==> config.mk <==
export PLATFORM = sky130hd
export DESIGN_NAME = qm_mem_arbiter
export DESIGN_NICKNAME = d
export VERILOG_FILES = /design/src/rtl/qm_mem_pkg.sv /design/src/rtl/qm_rr_arb2.sv /design/src/rtl/qm_mem_arbiter.sv
export SDC_FILE = /design/constraint.sdc
export NUM_CORES = 1
export LEC_CHECK = 0
export CORE_ASPECT_RATIO = 2
export CORE_MARGIN = 2
export CORE_UTILIZATION = 33
export DETAILED_ROUTE_END_ITERATION = 8
export PLACE_DENSITY = 0.86
export SETUP_SLACK_MARGIN = 0.1
export SLEW_MARGIN = 30
export SYNTH_ARGS = -nofsm -noshare
export SYNTH_HDL_FRONTEND = slang
export SYNTH_SLANG_ARGS = --single-unit
==> constraint.sdc <==
create_clock -name clk -period 2.7 [get_ports clk]
set_clock_uncertainty 0.1 [all_clocks]
set_input_delay 0.405 -clock clk [delete_from_list [all_inputs] [get_ports clk]]
set_output_delay 0.405 -clock clk [all_outputs]
set_load 0.05 [all_outputs]
==> src/rtl/qm_mem_pkg.sv <==
`default_nettype none
// =============================================================================
// Module   : qm_mem_pkg
// Purpose  : Shared types, command encodings and burst helpers for the
//            cache refill arbiter.
// Revision : 1.0
// =============================================================================
package qm_mem_pkg;

    typedef enum logic [1:0] {
        IDLE = 2'd0,
        CMD  = 2'd1,
        DATA = 2'd2
    } arb_state_t;

    localparam logic [2:0] MEM_CMD_READ = 3'b001;

    function automatic logic [5:0] burst_bl(input int unsigned words);
        return 6'(words - 1);
    endfunction

    // Number of low byte-address bits cleared to align a burst.
    function automatic int unsigned align_shift(input int unsigned words);
        return $clog2(words * 4);
    endfunction

    function automatic int unsigned cnt_width(input int unsigned words);
        return (words > 1) ? $clog2(words) : 1;
    endfunction

endpackage
`default_nettype wire

==> src/rtl/qm_rr_arb2.sv <==
`default_nettype none
// =============================================================================
// Module   : qm_rr_arb2
// Purpose  : Combinational two-way round-robin picker with one-hot grant.
// Revision : 1.0
// =============================================================================
module qm_rr_arb2 (
    input  logic [1:0] i_req,
    input  logic       i_last_served,
    output logic [1:0] o_gnt
);

    always_comb begin
        o_gnt = 2'b00;
        if (i_req == 2'b11) begin
            // On a tie the port that was not served last wins.
            o_gnt = i_last_served ? 2'b01 : 2'b10;
        end else begin
            o_gnt = i_req;
        end
    end

endmodule
`default_nettype wire

==> src/rtl/qm_mem_arbiter.sv <==
`default_nettype none
// =============================================================================
// Module   : qm_mem_arbiter
// Purpose  : Shares one memory-controller read port between the I-cache
//            (port 0) and D-cache (port 1), one aligned burst per grant.
// Revision : 1.0
// =============================================================================
module qm_mem_arbiter
    import qm_mem_pkg::*;
#(
    parameter int unsigned BURST_WORDS = 4
) (
    input  logic        clk,
    input  logic        reset,

    input  logic        rq0_req,
    input  logic [29:0] rq0_addr,
    output logic        rq0_gnt,
    output logic [31:0] rq0_data,
    output logic        rq0_valid,
    output logic        rq0_done,

    input  logic        rq1_req,
    input  logic [29:0] rq1_addr,
    output logic        rq1_gnt,
    output logic [31:0] rq1_data,
    output logic        rq1_valid,
    output logic        rq1_done,

    output logic        mem_cmd_en,
    output logic [2:0]  mem_cmd_instr,
    output logic [5:0]  mem_cmd_bl,
    output logic [29:0] mem_cmd_addr,
    input  logic        mem_cmd_full,

    output logic        mem_rd_en,
    input  logic [31:0] mem_rd_data,
    input  logic        mem_rd_empty
);

    localparam int unsigned     c_SHIFT      = align_shift(BURST_WORDS);
    localparam int unsigned     c_CW         = cnt_width(BURST_WORDS);
    localparam logic [c_CW-1:0] c_LAST       = c_CW'(BURST_WORDS - 1);
    localparam logic [5:0]      c_BL         = burst_bl(BURST_WORDS);
    localparam logic [29:0]     c_ALIGN_MASK = ~30'((32'd1 << c_SHIFT) - 32'd1);

    arb_state_t        r_state;
    logic              r_owner;
    logic              r_last;
    logic [c_CW-1:0]   r_cnt;
    logic [29:0]       r_addr;
    logic [1:0]        r_gnt;

    arb_state_t        w_state_nxt;
    logic              w_owner_nxt;
    logic              w_last_nxt;
    logic [c_CW-1:0]   w_cnt_nxt;
    logic [29:0]       w_addr_nxt;
    logic [1:0]        w_gnt_nxt;
    logic [1:0]        w_pick;
    logic              w_cmd_en;
    logic              w_rd_en;
    logic              w_pop;
    logic              w_done;
    logic [31:0]       w_rd_data;

    qm_rr_arb2 u_rr_arb2 (
        .i_req         ({rq1_req, rq0_req}),
        .i_last_served (r_last),
        .o_gnt         (w_pick)
    );

    always_ff @(posedge clk or posedge reset) begin
        if (reset) begin
            r_state <= IDLE;
            r_owner <= 1'b0;
            r_last  <= 1'b1;
            r_cnt   <= '0;
            r_addr  <= '0;
            r_gnt   <= 2'b00;
        end else begin
            r_state <= w_state_nxt;
            r_owner <= w_owner_nxt;
            r_last  <= w_last_nxt;
            r_cnt   <= w_cnt_nxt;
            r_addr  <= w_addr_nxt;
            r_gnt   <= w_gnt_nxt;
        end
    end

    always_comb begin
        w_state_nxt = r_state;
        w_owner_nxt = r_owner;
        w_last_nxt  = r_last;
        w_cnt_nxt   = r_cnt;
        w_addr_nxt  = r_addr;
        w_cmd_en    = 1'b0;
        w_rd_en     = 1'b0;
        w_pop       = 1'b0;
        w_done      = 1'b0;

        case (r_state)
            IDLE: begin
                if (|w_pick) begin
                    w_owner_nxt = w_pick[1] & ~w_pick[0];
                    w_addr_nxt  = (w_pick[1] ? rq1_addr : rq0_addr) & c_ALIGN_MASK;
                    w_state_nxt = CMD;
                end
            end
            CMD: begin
                w_cmd_en = !mem_cmd_full;
                if (!mem_cmd_full) begin
                    w_state_nxt = DATA;
                end
            end
            DATA: begin
                w_rd_en = 1'b1;
                w_pop   = !mem_rd_empty;
                if (w_pop) begin
                    if (r_cnt == c_LAST) begin
                        w_done      = 1'b1;
                        w_last_nxt  = r_owner;
                        w_cnt_nxt   = '0;
                        w_state_nxt = IDLE;
                    end else begin
                        w_cnt_nxt = r_cnt + c_CW'(1);
                    end
                end
            end
            default: begin
                w_state_nxt = IDLE;
            end
        endcase

        // Grant is registered from the post-edge state so it rises with the command cycle.
        w_gnt_nxt[0] = (w_state_nxt != IDLE) && !w_owner_nxt;
        w_gnt_nxt[1] = (w_state_nxt != IDLE) &&  w_owner_nxt;
    end

    assign w_rd_data = (r_state == DATA) ? mem_rd_data : 32'd0;

    assign rq0_gnt   = r_gnt[0];
    assign rq1_gnt   = r_gnt[1];
    assign rq0_data  = w_rd_data;
    assign rq1_data  = w_rd_data;
    assign rq0_valid = w_pop && !r_owner;
    assign rq1_valid = w_pop &&  r_owner;
    assign rq0_done  = w_done && !r_owner;
    assign rq1_done  = w_done &&  r_owner;

    assign mem_cmd_en    = w_cmd_en;
    assign mem_cmd_instr = MEM_CMD_READ;
    assign mem_cmd_bl    = c_BL;
    assign mem_cmd_addr  = r_addr;
    assign mem_rd_en     = w_rd_en;

endmodule
`default_nettype wire
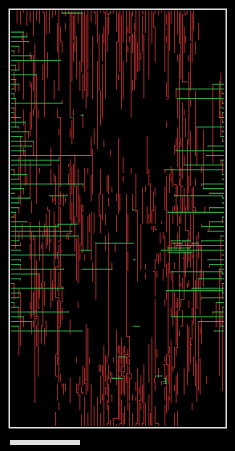
run_1/metal_stack.png
Scale bar: 20 um. Two of the layers only.
[met3] green | wire length: 735 um
[met2] red | wire length: 4030 um

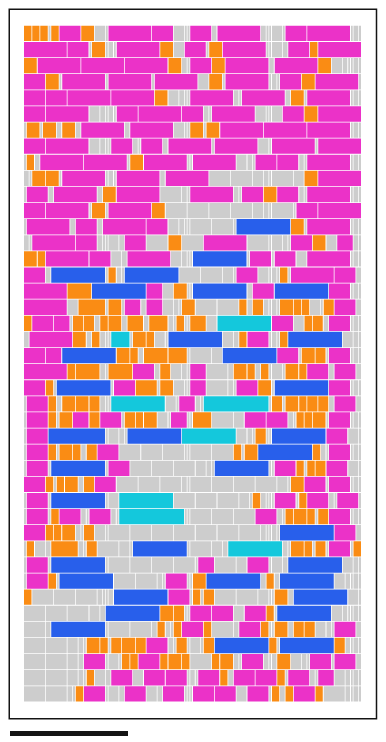
run_1/cell_classes.png
Scale bar: 20 um. Fill, decap, tap and diode cells in gray.
[flip-flops] blue | cells: 34 | share of their area: 19%
[all other logic] orange | cells: 181 | share of their area: 21%
[clock drivers and dummy loads] cyan | cells: 8 | share of their area: 4.2%
[other buffers and delay cells] magenta | cells: 195 | share of their area: 56%

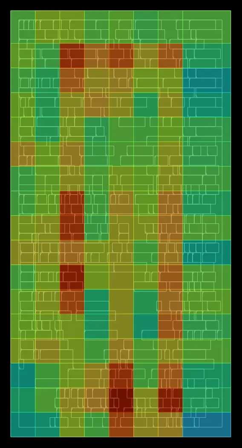
run_1/final_congestion.png
met1 Usage GRT: 0.239
Final Core Density: 0.719

==> run summary, run 1 <==
Num CTS Buffers - 5
Asr flop ratio synth - 1.00
Clock Power - 747 uW
Die ar. - 7390 sq um
Required time worst endpoint - 2.19 ns
Worst-path maximum fanout - 18
Status - complete, no violations
Worst path bufs/invs - 3
Non-filler cells, final - 506
Non-clock buffers - 195
Tool warnings - 34
Final net count - 516
Worst flop-to-flop path startpoint - r_state[0]
CTS Hold Bufs - 0
Met3 routed WL - 735 um
P_seq - 942 uW
R2R Setup Slk - 1.01 ns
FP Rows - 42
Xor/xnor share - 0
1st-iter DRT viols - 161
AO/OA Area Share - 0.158
Hold slack - 0.415 ns
Flops - 34
Sequential cell area share - 0.182
H-Tree Depth - 2
Combinational power - 3.83 mW
Post-CTS sizing - 0
Mean Syn Cell Area - 8.31 sq um
Post-DP Area - 4490 sq um
==> run 2, diff against run 1 <==
--- a/config.mk
+++ b/config.mk
@@ -7,9 +7,9 @@
 export LEC_CHECK = 0
 export CORE_ASPECT_RATIO = 2
 export CORE_MARGIN = 2
-export CORE_UTILIZATION = 33
+export CORE_UTILIZATION = 31
 export DETAILED_ROUTE_END_ITERATION = 8
-export PLACE_DENSITY = 0.86
+export PLACE_DENSITY = 0.81
 export SETUP_SLACK_MARGIN = 0.1
 export SLEW_MARGIN = 30
 export SYNTH_ARGS = -nofsm -noshare
==> constraint.sdc (replaced) <==
create_clock -name clk -period 2.27 [get_ports clk]
set_clock_uncertainty 0.1 [all_clocks]
set_input_delay 0.3405 -clock clk [delete_from_list [all_inputs] [get_ports clk]]
set_output_delay 0.3405 -clock clk [all_outputs]
set_load 0.05 [all_outputs]
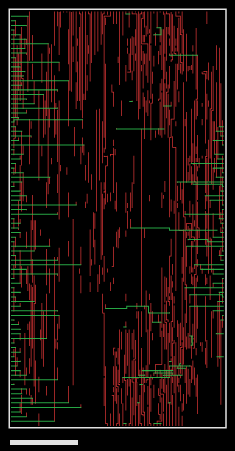
run_2/metal_stack.png
Scale bar: 20 um. Two of the layers only.
[met3] green | wire length: 807 um
[met2] red | wire length: 4620 um
Vias: 2469
wire per inst: 16.4 um

==> run summary, run 2 <==
Status - complete, no violations
Busiest grt layer - met2
CTS Hold Bufs - 0
Non-clock buffers - 192
Sequential fraction of design power - 0.172
Yosys stat cell total - 265
Xor/xnor share - 0
Hold slack - 0.362 ns
Reg-to-reg endpoint - mem_cmd_addr[5]
Clkbuf count - 7
Met1 Usage GRT - 0.198
Critical path's most frequent cell - buf_12
Max-area cell share - 0.375
Non-filler cells, final - 505
Final Core Density - 0.688
Mean Syn Cell Area - 8.31 sq um
Net switching power - 3.25 mW
Die ar. - 7840 sq um
Asr flop ratio synth - 1.00
Required time worst endpoint - 1.83 ns
Flops after synth - 34
H-Tree Depth - 2
Max reg flops - 26
Post-DP Area - 4560 sq um
1st-iter DRT viols - 147
P_seq - 1.11 mW
Num CTS Buffers - 5
Clock Power - 681 uW
Final net count - 513
Worst flop-to-flop path startpoint - r_last
Flops - 34
Met3 routed WL - 807 um
GRT met3 Usage - 0.0673
Crit-path cells - nand2b_2, inv_2, buf_12, and2_2, buf_12
Combinational power - 4.69 mW
WS Path Type - reg -> out
Worst path bufs/invs - 3
Sum Neg Setup Slack - 0 ns
Post-CTS sizing - 6
Most numerous logic cells after layout - clkdlybuf4s50_1 (117), buf_12 (71), nand2_1 (52), dfrtp_1 (33), and2_2 (32)
Sequential cell area share - 0.180
Tool warnings - 34
CP startpoint - r_state[0]
Met2 routed wirelength - 4620 um
R2R Setup Slk - 0.67 ns
DRC viols - 0
Worst-path maximum fanout - 33
AO/OA Area Share - 0.158
No activity file was given, so power comes from the tool's default toggle rates.
